==> config.mk <==
export PLATFORM = sky130hd
export DESIGN_NAME = ucie_ctl_sb_rx_deser_flat
export DESIGN_NICKNAME = d
export VERILOG_FILES = /design/src/rtl/ucie_ctl_sb_rx_deser_if.sv /design/src/rtl/ucie_ctl_sb_rx_deser.sv /design/src/flat_wrapper.sv
export SDC_FILE = /design/constraint.sdc
export NUM_CORES = 1
export LEC_CHECK = 0
export CAP_MARGIN = 15
export CORE_MARGIN = 4
export CORE_UTILIZATION = 41
export CTS_CLUSTER_SIZE = 12
export DETAILED_ROUTE_END_ITERATION = 12
export SYNTH_ARGS = -nofsm -noshare
export SYNTH_HDL_FRONTEND = slang
export SYNTH_SLANG_ARGS = --single-unit
==> constraint.sdc <==
create_clock -name i_clk -period 4.6 [get_ports i_clk]
set_input_delay 0.92 -clock i_clk [delete_from_list [all_inputs] [get_ports i_clk]]
set_output_delay 0.92 -clock i_clk [all_outputs]
set_load 0.005 [all_outputs]
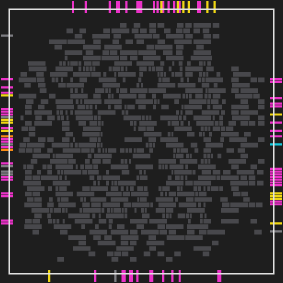
(ports around the boundary)
Scale: 2 px per um. Pins as bars across the die edge, other pins in gray.
[yellow] sb_i_data | pins: 16 | direction: input | edge: 6 top, 5 right, 4 left, 1 bottom
[cyan] o_first_beat | pins: 1 | direction: output | edge: right
[magenta] sb_o_word | pins: 64 | direction: output | edge: 17 top, 17 left, 17 right, 13 bottom
[orange] o_beat_cnt | pins: 2 | direction: output | edge: left
all pins by edge: 29 left, 24 right, 23 top, 15 bottom
chip width: 131 um
I/O Buffers: 90

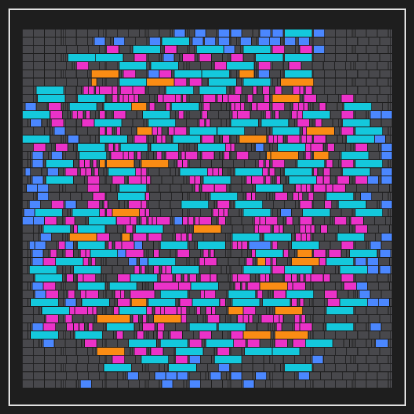
(placement by cell class)
Scale: 3 px per um. Fill, decap, tap and diode cells in gray.
[magenta] combinational and other logic | cells: 377
[cyan] sequential cells | cells: 133
[blue] remaining buffers and delay cells | cells: 98
[orange] clock drivers and dummy loads | cells: 32
Rows: 44
Util after Layout: 53.5%
Final Cell Area: 7900 um2
Seq area share: 42.1%

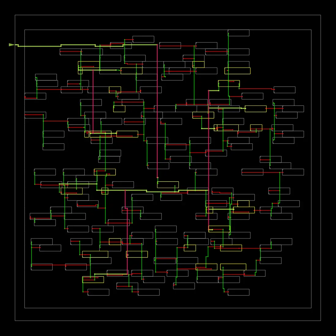
(clock routing)
Sink Count: 133
Num CTS Buffers: 17
Clock Buffer Count: 25

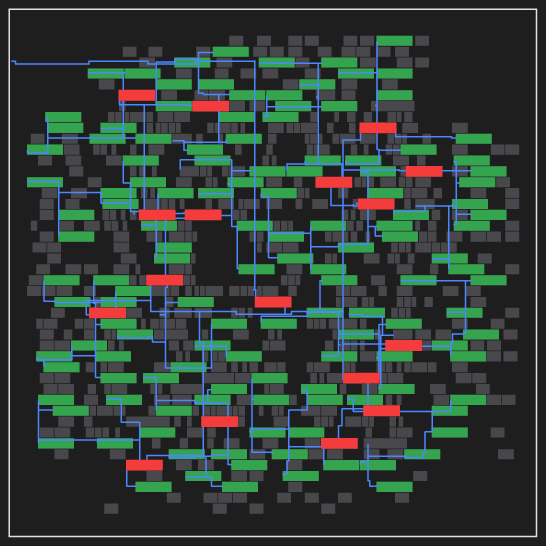
(clock network drawn from the DEF)
Scale: 4 px per um.
[green] flip-flops | count: 133
[blue] clock wires | length: 1750 um
[red] clock drivers | count: 17
routed clock nets: 18
flops lie: all over the die
Clock group: 1.44 mW
Clock Power Share: 41.5%
worst-skew pair later-pin latency: 0.42 ns
Layout Skew: 0.00436 ns

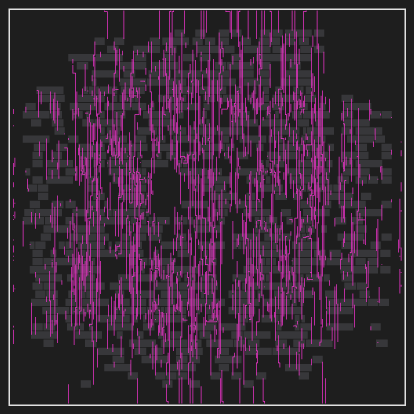
(the metal 2 layer)
Scale: 3 px per um.
longest straight run: 59.8 um
main direction: vertical
share of all routed wire: 47%
wire length on this layer: 7280 um
Routed WL: 15600 um
Vias: 4470

==> GITHUB_STEP_SUMMARY <==
### Flow metrics

| Metric | Value |
|---|---|
| Status | `finished clean` |
| Post-route ant nets | `0` |
| Clk slew on worst S/H paths | `0.05 ns` |
| Avg Inst Size Synth | `11.3 um2` |
| Sequential cell area | `3330 um2` |
| Fin crit period | `3.33 ns` |
| Initial DRC count | `408` |
| Levels on crit path | `4` |
| FP Core Util | `42.4%` |
| Achievable Freq | `300 MHz` |
| Highest-count logic cell in the final layout | `dfrtp_1` |
| Slew @ Worst Pin | `1.04 ns` |
| CP delay by family, top | `buffers and inverters` |
| WS Path Type | `reg -> out` |
| Yosys chip area | `6250 um2` |
| Top Ports | `91` |
| HPWL Detailed | `9370 um` |
| Setup violators final | `0` |
| Non-filler cells, final | `824` |
| Fill count | `1303` |
| WP buf/inv | `3` |
| Setup ws final | `1.27 ns` |
| GP Congestion | `0.776` |
| Tapcell count | `184` |
| Total die size | `17300 um2` |
| Synth Seq Share | `53.3%` |
| Setup tns final | `0 ns` |
| Synth Warn # | `0` |
| Logic area | `2720 um2` |
| GR Overflow Total | `0` |
| Number of vias per cell | `5.42` |
| Largest net degree at the start of global routing | `113` |
| Max-slew violation count | `0` |
| Critical path's largest stage delay | `0.56 ns` |
| Flops | `133` |
| Reg2Reg Setup Slack | `1.37 ns` |
| Ys cells | `555` |
| Clock network area share | `8.11%` |
| Comb area share | `34.5%` |
| Slew HR | `30.4%` |
| H-tree depth | `4` |
| Root Buffer | `clkbuf_16` |
| Distinct lib cells | `24` |
| Largest cell class by area | `flip-flops and latches` |
| CP cell instances | `inv_1 > ha_1 > buf_4 > clkdlybuf4s50_1` |
| Core ar. | `14800 um2` |
| Dpl cell area | `7240 um2` |
| Non-clock buffers, area share | `12.2%` |
[power by group]
group / switching (mW) / total, mW / internal (mW) / leakage (nW)
sequential: 0.0753 / 1.38 / 1.31 / 1.81
clock: 0.492 / 1.44 / 0.952 / 0.312
combinational: 0.275 / 0.652 / 0.377 / 1.31
total: 0.842 / 3.48 / 2.63 / 3.44
[layer usage]
layer / share of wire [%] / wire length, um / global-route usage, % / vias to the layer above
li1: - / - / - / 2061
met1: 47 / 7350 / 26.0 / 2276
met2: 47 / 7280 / 28.2 / 118
met3: 4.6 / 718 / 4.51 / 15
met4: 1.4 / 212 / 6.13 / 0
met5: 0 / 0 / 0 / -
[cell families after synthesis]
kind of cell	Yosys count	synth area share, %
adder cells (fa/ha/maj)	4	0.801
XOR/XNOR	1	0.140
AND/OR/NAND/NOR	170	13.1
buffers and inverters	48	3.36
multiplexers	131	23.7
flip-flops	133	53.3
AND-OR/OR-AND	68	5.57
[synth_stat cells]
master | instances | area [um2]
o21ai_0 | 1 | 5.00
mux2i_1 | 2 | 20.0
nor2b_1 | 34 | 213
dfrtp_1 | 133 | 3330
a31oi_1 | 1 | 6.26
nand2_1 | 65 | 244
clkbuf_1 | 31 | 116
xnor2_1 | 1 | 8.76
mux2_1 | 5 | 56.3
nor2_1 | 4 | 15.0
a22o_1 | 1 | 8.76
mux2i_4 | 1 | 22.5
buf_1 | 2 | 7.51
mux2_2 | 123 | 1390
inv_1 | 3 | 11.3
buf_4 | 6 | 45.0
buf_2 | 6 | 30.0
nand2b_1 | 1 | 6.26
nor3_4 | 1 | 16.3
nand3_1 | 64 | 320
ha_1 | 4 | 50.1
and2_1 | 1 | 6.26
a21oi_1 | 64 | 320
o21bai_1 | 1 | 7.51
Power figures rest on the tool's default switching activity, not on a simulated workload.
